===== src/rtl/ga_pkg.sv =====
`timescale 1ns/1ps
// Shared definitions for the gate-array Z80 I/O write path:
// function codes, border pen index and the receiver FSM states.
package ga_pkg;

  localparam logic [1:0] FN_PEN  = 2'b00;
  localparam logic [1:0] FN_INK  = 2'b01;
  localparam logic [1:0] FN_CTRL = 2'b10;
  localparam logic [1:0] FN_RAM  = 2'b11;

  localparam logic [4:0] BORDER_PEN = 5'd16;

  typedef enum logic [1:0] {
    IDLE     = 2'd0,
    DECODE   = 2'd1,
    WAIT_REL = 2'd2
  } state_t;

endpackage


===== src/rtl/ga_io_write_receiver_if.sv =====
`timescale 1ns/1ps
// Z80 bus signals seen by the gate array write receiver.
// The CPU side drives everything; the receiver only listens.
interface ga_io_write_receiver_if;
  logic [7:0] D;
  logic       A15;
  logic       A14;
  logic       nIORQ;
  logic       nWR;
  logic       nM1;

  modport master (output D, A15, A14, nIORQ, nWR, nM1);
  modport slave  (input  D, A15, A14, nIORQ, nWR, nM1);
endinterface


===== src/rtl/ga_sync.sv =====
`timescale 1ns/1ps
// Multi-flop synchroniser for asynchronous Z80 inputs, with an
// asynchronous active-low clear to a selectable inactive level.
module ga_sync #(
  parameter int   STAGES  = 2,
  parameter logic CLR_VAL = 1'b0
) (
  input  logic clk,
  input  logic rst_n,
  input  logic d,
  output logic q
);

  logic [STAGES-1:0] ff;

  always_ff @(posedge clk or negedge rst_n) begin
    if (!rst_n) ff <= {STAGES{CLR_VAL}};
    else        ff <= {ff[STAGES-2:0], d};
  end

  assign q = ff[STAGES-1];

endmodule


===== src/rtl/ga_io_write_receiver.sv =====
`timescale 1ns/1ps
// Captures Z80 I/O writes to the gate array and updates pen, palette,
// mode and ROM-control state for the video and memory logic.
//
// state    | meaning
// IDLE     | waiting for a synchronised write strobe; D is latched on entry to DECODE
// DECODE   | acting on the latched byte for exactly one cycle
// WAIT_REL | holding until the strobe releases so a long strobe is one write
module ga_io_write_receiver
  import ga_pkg::*;
#(
  parameter int SYNC_STAGES = 2
) (
  input  logic                    CLK,
  input  logic                    nRESET,
  ga_io_write_receiver_if.slave   bus,
  input  logic                    HSYNC,
  output logic [4:0]              PEN,
  output logic                    INK_WE,
  output logic [4:0]              INK_ADDR,
  output logic [4:0]              INK_DATA,
  output logic [1:0]              MODE,
  output logic                    LROM_DIS,
  output logic                    UROM_DIS,
  output logic                    INT_RESET
);

  logic       wr_raw;
  logic       wr_s;
  state_t     state;
  logic [7:0] dbuf;
  logic [1:0] mode_pend;
  logic       hsync_q;
  logic       unused_dbuf;

  assign wr_raw = ~bus.nIORQ & ~bus.nWR & bus.nM1 & ~bus.A15 & bus.A14;

  ga_sync #(
    .STAGES  (SYNC_STAGES),
    .CLR_VAL (1'b0)
  ) u_wr_sync (
    .clk   (CLK),
    .rst_n (nRESET),
    .d     (wr_raw),
    .q     (wr_s)
  );

  // bit 5 carries no meaning for any function code
  assign unused_dbuf = dbuf[5];

  always_ff @(posedge CLK or negedge nRESET) begin
    if (!nRESET) begin
      state     <= IDLE;
      dbuf      <= 8'd0;
      PEN       <= 5'd0;
      MODE      <= 2'd0;
      mode_pend <= 2'd0;
      LROM_DIS  <= 1'b0;
      UROM_DIS  <= 1'b0;
      INK_WE    <= 1'b0;
      INK_ADDR  <= 5'd0;
      INK_DATA  <= 5'd0;
      INT_RESET <= 1'b0;
      hsync_q   <= 1'b0;
    end else begin
      INK_WE    <= 1'b0;
      INT_RESET <= 1'b0;
      hsync_q   <= HSYNC;

      // a control write in the same cycle only reaches MODE on the next line
      if (HSYNC && !hsync_q) MODE <= mode_pend;

      case (state)
        IDLE: begin
          if (wr_s) begin
            dbuf  <= bus.D;
            state <= DECODE;
          end
        end
        DECODE: begin
          case (dbuf[7:6])
            FN_PEN:  PEN <= dbuf[4] ? BORDER_PEN : {1'b0, dbuf[3:0]};
            FN_INK: begin
              INK_WE   <= 1'b1;
              INK_ADDR <= PEN;
              INK_DATA <= dbuf[4:0];
            end
            FN_CTRL: begin
              mode_pend <= dbuf[1:0];
              LROM_DIS  <= dbuf[2];
              UROM_DIS  <= dbuf[3];
              INT_RESET <= dbuf[4];
            end
            FN_RAM: ;
            default: ;
          endcase
          state <= WAIT_REL;
        end
        WAIT_REL: begin
          if (!wr_s) state <= IDLE;
        end
        default: state <= IDLE;
      endcase
    end
  end

endmodule


===== src/flat_wrapper.sv =====
// flat-port wrapper written by rule: the top's interface ports become plain ports
module ga_io_write_receiver_flat import ga_pkg::*;
#(
  parameter int SYNC_STAGES = 2
)
  (CLK, nRESET, HSYNC, PEN, INK_WE, INK_ADDR, INK_DATA, MODE, LROM_DIS, UROM_DIS, INT_RESET, bus_D, bus_A15, bus_A14, bus_nIORQ, bus_nWR, bus_nM1);
  ga_io_write_receiver_if bus_i ();
  input  logic CLK;
  input  logic nRESET;
  input  logic HSYNC;
  output logic [4:0] PEN;
  output logic INK_WE;
  output logic [4:0] INK_ADDR;
  output logic [4:0] INK_DATA;
  output logic [1:0] MODE;
  output logic LROM_DIS;
  output logic UROM_DIS;
  output logic INT_RESET;
  input wire logic [$bits(bus_i.D)-1:0] bus_D;
  input wire logic [$bits(bus_i.A15)-1:0] bus_A15;
  input wire logic [$bits(bus_i.A14)-1:0] bus_A14;
  input wire logic [$bits(bus_i.nIORQ)-1:0] bus_nIORQ;
  input wire logic [$bits(bus_i.nWR)-1:0] bus_nWR;
  input wire logic [$bits(bus_i.nM1)-1:0] bus_nM1;
  assign bus_i.D = bus_D;
  assign bus_i.A15 = bus_A15;
  assign bus_i.A14 = bus_A14;
  assign bus_i.nIORQ = bus_nIORQ;
  assign bus_i.nWR = bus_nWR;
  assign bus_i.nM1 = bus_nM1;
  ga_io_write_receiver #(.SYNC_STAGES(SYNC_STAGES)) u_core (.CLK(CLK), .nRESET(nRESET), .bus(bus_i), .HSYNC(HSYNC), .PEN(PEN), .INK_WE(INK_WE), .INK_ADDR(INK_ADDR), .INK_DATA(INK_DATA), .MODE(MODE), .LROM_DIS(LROM_DIS), .UROM_DIS(UROM_DIS), .INT_RESET(INT_RESET));
endmodule

===== config.mk =====
export PLATFORM = sky130hd
export DESIGN_NAME = ga_io_write_receiver_flat
export DESIGN_NICKNAME = d
export VERILOG_FILES = /design/src/rtl/ga_pkg.sv /design/src/rtl/ga_io_write_receiver_if.sv /design/src/rtl/ga_sync.sv /design/src/rtl/ga_io_write_receiver.sv /design/src/flat_wrapper.sv
export SDC_FILE = /design/constraint.sdc
export NUM_CORES = 1
export LEC_CHECK = 0
export ABC_CLOCK_PERIOD_IN_PS = 1800
export CORE_ASPECT_RATIO = 0.7
export CORE_MARGIN = 2
export CORE_UTILIZATION = 49
export CTS_BUF_LIST = sky130_fd_sc_hd__clkbuf_4
export DETAILED_ROUTE_END_ITERATION = 6
export PLACE_DENSITY = 0.92
export RECOVER_POWER = 50
export SKIP_LAST_GASP = 1
export SLEW_MARGIN = 20
export SYNTH_ARGS = -nofsm -noshare
export SYNTH_HDL_FRONTEND = slang
export SYNTH_SLANG_ARGS = --single-unit

===== constraint.sdc =====
create_clock -name CLK -period 1.8 [get_ports CLK]
set_input_delay 0.54 -clock CLK [delete_from_list [all_inputs] [get_ports CLK]]
set_output_delay 0.54 -clock CLK [all_outputs]
set_load 0.02 [all_outputs]

==> results.cfg, run 1 <==
; flow metrics
[clocking]
cts-root-to-sink-buffers = 2
cts.sink_count = 35
cts-htree-levels = 2
ctsResizeCount = 21
cts_tree = done
cts_made_buffers = 5

[cells_and_area]
share_of_layout_cells_above_drive_strength_1_pct = 32.5
utilization_pct = 65.9
final-instance-count-excl-fill = 159
flow.area_growth_from_synthesis_pct = 30.7
fillerInstances = 209

[die]
die_w_um = 67.2
ios = 37

[critical_path]
worstSetupEndpoint = PEN[1]
r2r_cells = 2
critical_path.cell_chain = dlygate4sd2_1
worst-endpoint-arrival_ns = 1.07
critical_path.top_delay_family = flip-flops
timing.critical_path.fanout_max = 3
critical_path.startpoint = u_core.PEN[1]$_DFFE_PN0P_
r2r_start = u_core.state[1]$_DFFE_PN0P_
critical_path.reg2reg.endpoint = u_core.dbuf[2]$_DFFE_PN0P_
slowest_delay_ns = 0.41
worst-path-stages = 1

[placed_design]
finalWeightedCongestion = 0.748
dp_worst_setup_slack_ns = 0.251

[grt]
grt_start_max_net_pins = 36
grt_antenna_before_repair = 0

[drt]
met2RoutedLength_um = 1040
wirelength_met1_um = 1040
num_vias = 800
highest_layer = met4
ant_nets = 0
drt_iter0_markers = 51

[sta]
final-max-slew-violation-count = 0
rsz0062_at_grt = no
setup_viol = 0
setup_slack_ns = 0.188
final.min_clock_period_ns = 1.61
fin_setup_tns_ns = 0

[logic_synthesis]
avgSynthCellArea_um2 = 17.4
mappedNetlistArea_mm2 = 0.00137
number_of_enable_flip_flop_cells = 0
synth.area.top_cells = sky130_fd_sc_hd__dfrtp_1 64%, sky130_fd_sc_hd__mux2_2 16%, sky130_fd_sc_hd__mux2_4 9.9%
synth_chip_area_mm2 = 0.00137
leading_register_cell_type_out_of_synthesis = sky130_fd_sc_hd__dfrtp_1
number_of_distinct_library_cell_variants_in_the_gate_level_netlist_after_synthesis = 16
post-synth-top-area-cell = sky130_fd_sc_hd__dfrtp_1
ys_warn_count = 0
synth_cells = 79
async_s_r_ff_share_synth_pct = 100

[worst_hold_path]
hold_path_depth = 0
tightest_hold_check_type = reg -> reg
timing.hold.worst.start = u_core.u_wr_sync.ff[0]$_DFF_PN0_
holdPathEnd = u_core.u_wr_sync.ff[1]$_DFF_PN0_

[pwr]
power.density_cell_area_mw_per_mm2 = 947
leakage_nw = 0.933
ir_drop_uv = 551
p_total_mw = 1.70

[outcome]
outcome = finished, final reports clean
## run 1: registers in the layout, indices dropped and copies added, names as in the netlist
name                 flops
u_core.dbuf              7
u_core.INK_ADDR          5
u_core.INK_DATA          5
u_core.PEN               5
u_core.MODE              2
u_core.mode_pend         2
u_core.state             2
u_core.u_wr_sync.ff      2
u_core.INK_WE            1
u_core.INT_RESET         1
u_core.LROM_DIS          1
u_core.UROM_DIS          1
u_core.hsync_q           1
## run 1: area by class of cell
| type | count | area [um^2] | share of cell area, % |
|---|---|---|---|
| Inverter | 1 | 3.75 | 0.209 |
| Sequential cell | 35 | 876 | 48.8 |
| Tap cell | 36 | 45.0 | 2.51 |
| Multi-Input combinational cell | 42 | 474 | 26.4 |
| Timing Repair Buffer | 37 | 337 | 18.8 |
| Clock inverter | 1 | 5.00 | 0.279 |
| Clock buffer | 7 | 52.6 | 2.93 |
## run 1: cell families (layout without fill, tap and decap cells)
logic type             Yosys count  in the layout  share of synthesized area, %
flip-flops                      35             35                          63.9
multiplexers                    28             28                          25.5
AND/OR/NAND/NOR                 13             13                          9.22
buffers and inverters            2             46                          1.09
AND-OR/OR-AND                    1              1                         0.365
## run 1: cell usage in the layout, fill, tap and decap left out
cell | synthesis | routed
sky130_fd_sc_hd__nand2b_1 | 1 | 1
sky130_fd_sc_hd__clkbuf_4 | 0 | 7
sky130_fd_sc_hd__buf_4 | 0 | 1
sky130_fd_sc_hd__dlygate4sd2_1 | 0 | 21
sky130_fd_sc_hd__inv_1 | 1 | 1
sky130_fd_sc_hd__mux2_2 | 19 | 19
sky130_fd_sc_hd__dfrtp_1 | 35 | 35
sky130_fd_sc_hd__o21ai_0 | 1 | 1
sky130_fd_sc_hd__nand3b_1 | 1 | 1
sky130_fd_sc_hd__nor3b_2 | 0 | 1
sky130_fd_sc_hd__clkinv_2 | 0 | 1
sky130_fd_sc_hd__nor2_1 | 1 | 1
sky130_fd_sc_hd__and4bb_1 | 1 | 2
sky130_fd_sc_hd__clkbuf_2 | 0 | 1
sky130_fd_sc_hd__and2_1 | 1 | 1
sky130_fd_sc_hd__nor2b_1 | 4 | 4
sky130_fd_sc_hd__and4b_1 | 1 | 1
sky130_fd_sc_hd__clkdlybuf4s50_1 | 0 | 11
sky130_fd_sc_hd__dlygate4sd3_1 | 0 | 3
sky130_fd_sc_hd__nor4b_4 | 1 | 1
sky130_fd_sc_hd__mux2_4 | 9 | 9
## run 1: layer usage
metal | GRT usage [%] | vias up
met3 | 5.54 | 5
met2 | 25.3 | 31
met1 | 21.4 | 395
li1 | - | 369
met5 | 0 | -
met4 | 8.57 | 0
## run 1: where the power goes
group / switching, mW / internal (mW)
sequential: 0.0892 / 0.884
clock: 0.231 / 0.182
combinational: 0.137 / 0.175
total: 0.457 / 1.24
## run 1: through the flow
step | hold WS [ns] | area [um^2]
floorplan | 0.244 | 1370
global placement | 0.334 | 1770
detailed placement | 0.342 | 1770
CTS | 0.372 | 1800
global route | 0.380 | 1790
finish | 0.370 | 1790
run_1/clock_nets.png
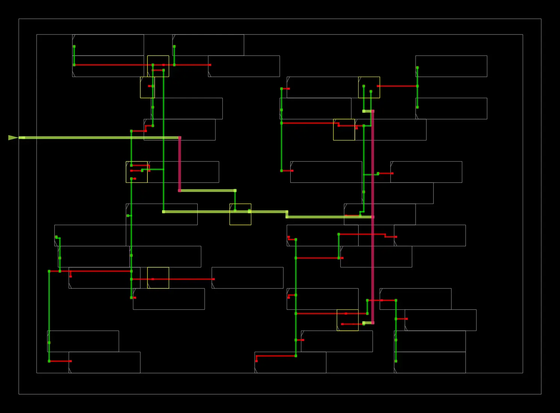
setup clock skew after layout: 0.00841 ns
clk pwr: 0.413 mW

run_1/ff_map.png
The bar under the picture is 20 um long.
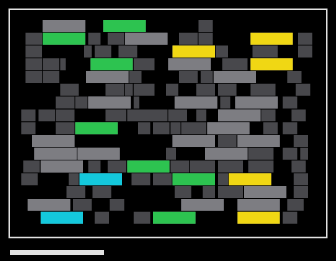
netlist name	colour	sequential cells
u_core.dbuf	green	7
u_core.MODE	cyan	2
u_core.INK_ADDR	yellow	5

run_1/m1.png
The bar under the picture is 20 um long.
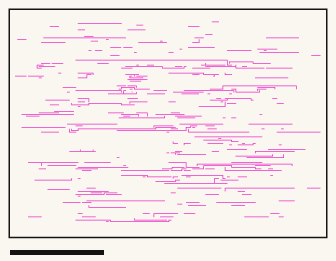
wire length on this layer	1040 um
main direction	horizontal
nets with wire on the layer	110
longest straight run	32.2 um
share of all routed wire	46%

run_1/pinout.png
The bar under the picture is 20 um long. Pins as bars across the die edge, other pins in grey.
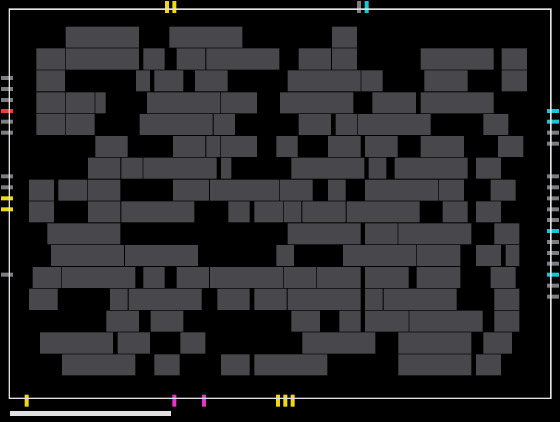

==> run 2, diff against run 1 <==
--- a/config.mk
+++ b/config.mk
@@ -5,13 +5,13 @@
 export SDC_FILE = /design/constraint.sdc
 export NUM_CORES = 1
 export LEC_CHECK = 0
+export ABC_AREA = 0
 export ABC_CLOCK_PERIOD_IN_PS = 1800
 export CORE_ASPECT_RATIO = 0.7
-export CORE_MARGIN = 2
 export CORE_UTILIZATION = 49
 export CTS_BUF_LIST = sky130_fd_sc_hd__clkbuf_4
 export DETAILED_ROUTE_END_ITERATION = 6
-export PLACE_DENSITY = 0.92
+export PLACE_DENSITY = 0.81
 export RECOVER_POWER = 50
 export SKIP_LAST_GASP = 1
 export SLEW_MARGIN = 20
run_2/pinout.png
The bar under the picture is 20 um long. Pins as bars across the die edge, other pins in grey.
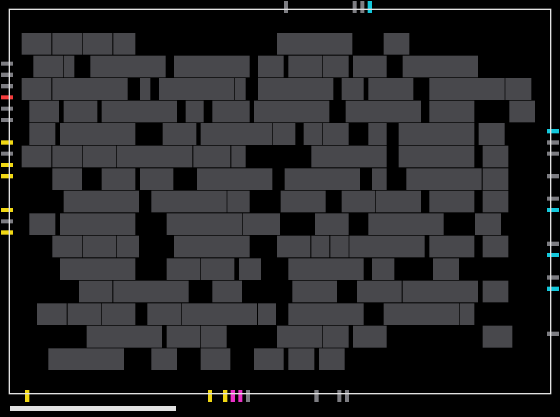
port	colour	pins	direction	edge
bus_D	yellow	8	input	5 left, 3 bottom
INK_ADDR	cyan	5	output	4 right, 1 top
MODE	magenta	2	output	bottom
bus_nWR	red	1	input	left
Chip Height: 46.3 um
Die Wd: 65.2 um

run_2/route_heat.png
The bar under the picture is 20 um long. 13 x 9 tiles, from dark blue (low) to red (high), scaled to the fullest tile. Values are wire area over tile area, all layers added.
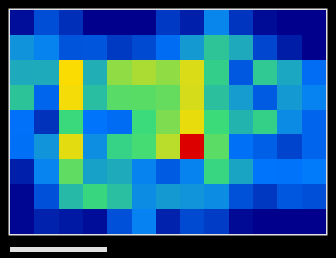
mean over tiles	0.13
densest ninth of the die	middle
emptiest ninth of the die	bottom right
nearly empty tiles	9.4%
fullest tile	0.43
tiles over half the peak	15%
Tot GR Track Use: 19.2%
total via count after detailed routing: 792
final WL: 2380 um
per-cell routed wire length: 15.3 um

==> run 2 against run 1 <==
Effect of this change: clock power decreased by 8.7%; synthesized cell count unchanged; die area decreased by 7.0%; hold slack got worse by 0.015 ns; clock skew about the same; flip-flop count unchanged; fmax decreased by 0.15%; sequential share of layout area increased by 0.38 points; combinational power about the same; first-iteration DRC count decreased by 49%; critical endpoint is now PEN[0].
==> results.cfg, run 2 <==
; flow metrics
[outcome]
outcome = finished, final reports clean

[pwr]
p_total_mw = 1.67
sw_pwr_mw = 0.471
power_report.internal_total_mw = 1.20
ir_drop_uv = 598
seq_power_share_pct = 58.5
power.share.switching_pct = 28.2
power_frac_clock_pct = 22.6
power.density_cell_area_mw_per_mm2 = 937
power.share.combinational_pct = 18.9
leakage_nw = 0.925

[drt]
drt_first_pass_iters = 4
drt_iter0_markers = 26
ant_nets = 0
drc_markers = 0
viasPerCell = 5.08

[sta]
fin_setup_tns_ns = 0
fin_hold_ws_ns = 0.356
max_slew_margin_pct = 44.8
rsz0062_at_grt = no
timing.final.hold_violations = 0
fin_crit_sh_pct = 89.7
maximum_frequency_from_static_timing_analysis_mhz = 619
fin_skew_ns = 0.00801
final-max-slew-violation-count = 0
setup_viol = 0
transition_time_at_the_pin_with_the_least_slew_margin_ns = 0.828
final.min_clock_period_ns = 1.61

[grt]
grt-ovfl-total = 0
groute.layer.met3.usage_pct = 6.93
grt_pass1_wl_um = 3840
grt_antenna_before_repair = 0
routing_layer_with_the_top_usage_in_global_route = met2
first_global_vias = 782
globalRouteMet2Util_pct = 29.9
global_route_track_usage_on_met1_pct = 23.8
grt_start_max_net_pins = 36

[logic_synthesis]
number_of_distinct_library_cell_variants_in_the_gate_level_netlist_after_synthesis = 16
ys_cells = 79
synthTopCellsByCount = 35 x sky130_fd_sc_hd__dfrtp_1, 19 x sky130_fd_sc_hd__mux2_2, 9 x sky130_fd_sc_hd__mux2_4, 4 x sky130_fd_sc_hd__nor2b_1
synth_flop_count = 35
synth_cells = 79
synth.area.top_cells = sky130_fd_sc_hd__dfrtp_1 64%, sky130_fd_sc_hd__mux2_2 16%, sky130_fd_sc_hd__mux2_4 9.9%
fp_nets = 95
avgSynthCellArea_um2 = 17.4
ys_warn_count = 0
number_of_enable_flip_flop_cells = 0
synth_chip_area_mm2 = 0.00137
leading_register_cell_type_out_of_synthesis = sky130_fd_sc_hd__dfrtp_1
async_s_r_ff_share_synth_pct = 100
most_common_cell = sky130_fd_sc_hd__dfrtp_1
yosys.stat.seqShare_pct = 63.9
yosys.area.top_type_share_pct = 63.9
post-synth-top-area-cell = sky130_fd_sc_hd__dfrtp_1
mappedNetlistArea_mm2 = 0.00137

[cells_and_area]
most_common_cell_after_layout_fill_and_taps_aside = sky130_fd_sc_hd__dfrtp_1
flow.area_growth_from_synthesis_pct = 29.7
max_flop_register = u_core.dbuf
fin_nets = 138
mostFrequentLayoutCells = 35 x sky130_fd_sc_hd__dfrtp_1, 21 x sky130_fd_sc_hd__dlygate4sd2_1, 19 x sky130_fd_sc_hd__mux2_2, 11 x sky130_fd_sc_hd__clkdlybuf4s50_1, 9 x sky130_fd_sc_hd__mux2_4
design_area_mm2 = 0.00178
largest_register_ffs = 7
fillerInstances = 187
share_of_layout_cells_above_drive_strength_1_pct = 31.1
antenna_cells_inserted = 0

[clocking]
cts-root-to-sink-buffers = 2
clkSlewWorstSetupHoldPaths_ns = 0.10
ctsResizeCount = 21
cts_made_buffers = 5
clk_root_buffer_cell = sky130_fd_sc_hd__clkbuf_4
cts.sink_count = 35
cts_tree = done
cts_hold_buf = 0
cts-htree-levels = 2
clock_latency_ns = 0.34
cts_post_setup_buffers_inserted = 0

[worst_hold_path]
timing.hold.worst.start = u_core.u_wr_sync.ff[0]$_DFF_PN0_
tightest_hold_check_type = reg -> reg
holdPathEnd = u_core.u_wr_sync.ff[1]$_DFF_PN0_
hold_path_depth = 0

[critical_path]
critical_path.top_delay_family = flip-flops
cp_num_buf_inv = 1
setup_crit_start_kind = register
timing.critical_path.to_type = output pin
timing.critical_path.fanout_max = 3
critical_path_cell_with_the_highest_stage_delay = sky130_fd_sc_hd__dfrtp_1
worst-endpoint-arrival_ns = 1.07
r2r_start = u_core.state[1]$_DFFE_PN0P_
worst-setup-path-type = reg -> out
critical_path.reg2reg.endpoint = u_core.dbuf[7]$_DFFE_PN0P_
ff2ff_setup_slack_ns = 0.27
slowest_delay_ns = 0.41
cp.required_ns = 1.26
critical_path.cell_chain = dlygate4sd2_1
r2r_cells = 2

[die]
core_mm2 = 0.00255
standard_cell_rows = 15
core_util_floorplan_pct = 53.7
design.die.area_mm2 = 0.00302
ios = 37

[placed_design]
dp_hpwl_um = 1730
finalWeightedCongestion = 0.653
placement.io_buffers = 35
post_place_instance_area_mm2 = 0.00178

[flow_run]
warning_count = 27
timing.max_cap.violations = 0
run_2/ff_map.png
The bar under the picture is 20 um long.
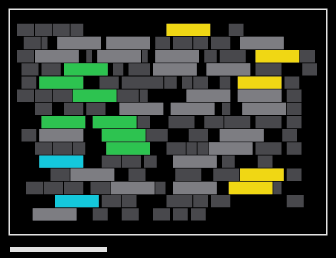
netlist name	colour	sequential cells
u_core.dbuf	green	7
u_core.INK_ADDR	yellow	5
u_core.MODE	cyan	2

[run 2: worst max-delay path by stage]
stage	start	to	slack, ns	depth (start not counted)
floorplan	u_core.state[1]$_DFFE_PN0P_	u_core.INK_ADDR[0]$_DFFE_PN0P_	0.44	3
global placement	HSYNC	u_core.MODE[0]$_DFFE_PN0P_	0.27	3
detailed placement	HSYNC	u_core.MODE[1]$_DFFE_PN0P_	0.23	3
CTS	u_core.PEN[4]$_DFFE_PN0P_	PEN[4]	0.18	1
global route	u_core.PEN[3]$_DFFE_PN0P_	PEN[3]	0.15	1
finish	u_core.PEN[0]$_DFFE_PN0P_	PEN[0]	0.19	1
[run 2: layout make-up]
| cell class | count | area [um^2] | share of cell area, % |
|---|---|---|---|
| well taps | 34 | 42.5 | 2.39 |
| multi-input cells | 42 | 474 | 26.7 |
| flip-flops and latches | 35 | 876 | 49.2 |
| clock inverters | 2 | 8.76 | 0.492 |
| repair buffers | 37 | 337 | 18.9 |
| clock buffers | 5 | 37.5 | 2.11 |
| inverters | 1 | 3.75 | 0.211 |
[run 2: cell families after synthesis]
| kind of cell | Yosys count | synth area share [%] |
|---|---|---|
| AND/OR/NAND/NOR | 13 | 9.22 |
| flip-flops | 35 | 63.9 |
| buffers and inverters | 2 | 1.09 |
| multiplexers | 28 | 25.5 |
| AND-OR/OR-AND | 1 | 0.365 |
[run 2: layer usage]
layer,vias up,routed length (um)
met5,-,0
met4,0,53
met3,6,156
met2,29,1100
met1,388,1070
li1,369,-
[run 2: per-stage QoR]
step / cells / setup slack, ns / utilization, %
CTS: 156 / 0.177 / 70.5
global placement: 149 / 0.271 / 69.8
finish: 156 / 0.185 / 69.7
detailed placement: 149 / 0.227 / 69.8
floorplan: 79 / 0.444 / -
global route: 156 / 0.145 / 69.7
[run 2: power by group through the flow]
stage	Combinational, mW	Sequential [mW]	Clock [mW]
2_1_floorplan	0.122	1.03	0
3_3_place_gp	0.351	0.986	0
3_5_place_dp	0.363	0.994	0
4_1_cts	0.327	0.976	0.387
5_1_grt	0.339	0.992	0.425
6_report	0.315	0.975	0.377
[run 2: worst register-to-register path, delay by kind of cell, from the launching register on]
kind / cells / cell delay (ns)
flip-flops: 1 / 0.47
AND/OR/NAND/NOR: 1 / 0.55
multiplexers: 1 / 0.40
Power is estimated from default activity; no workload was simulated.
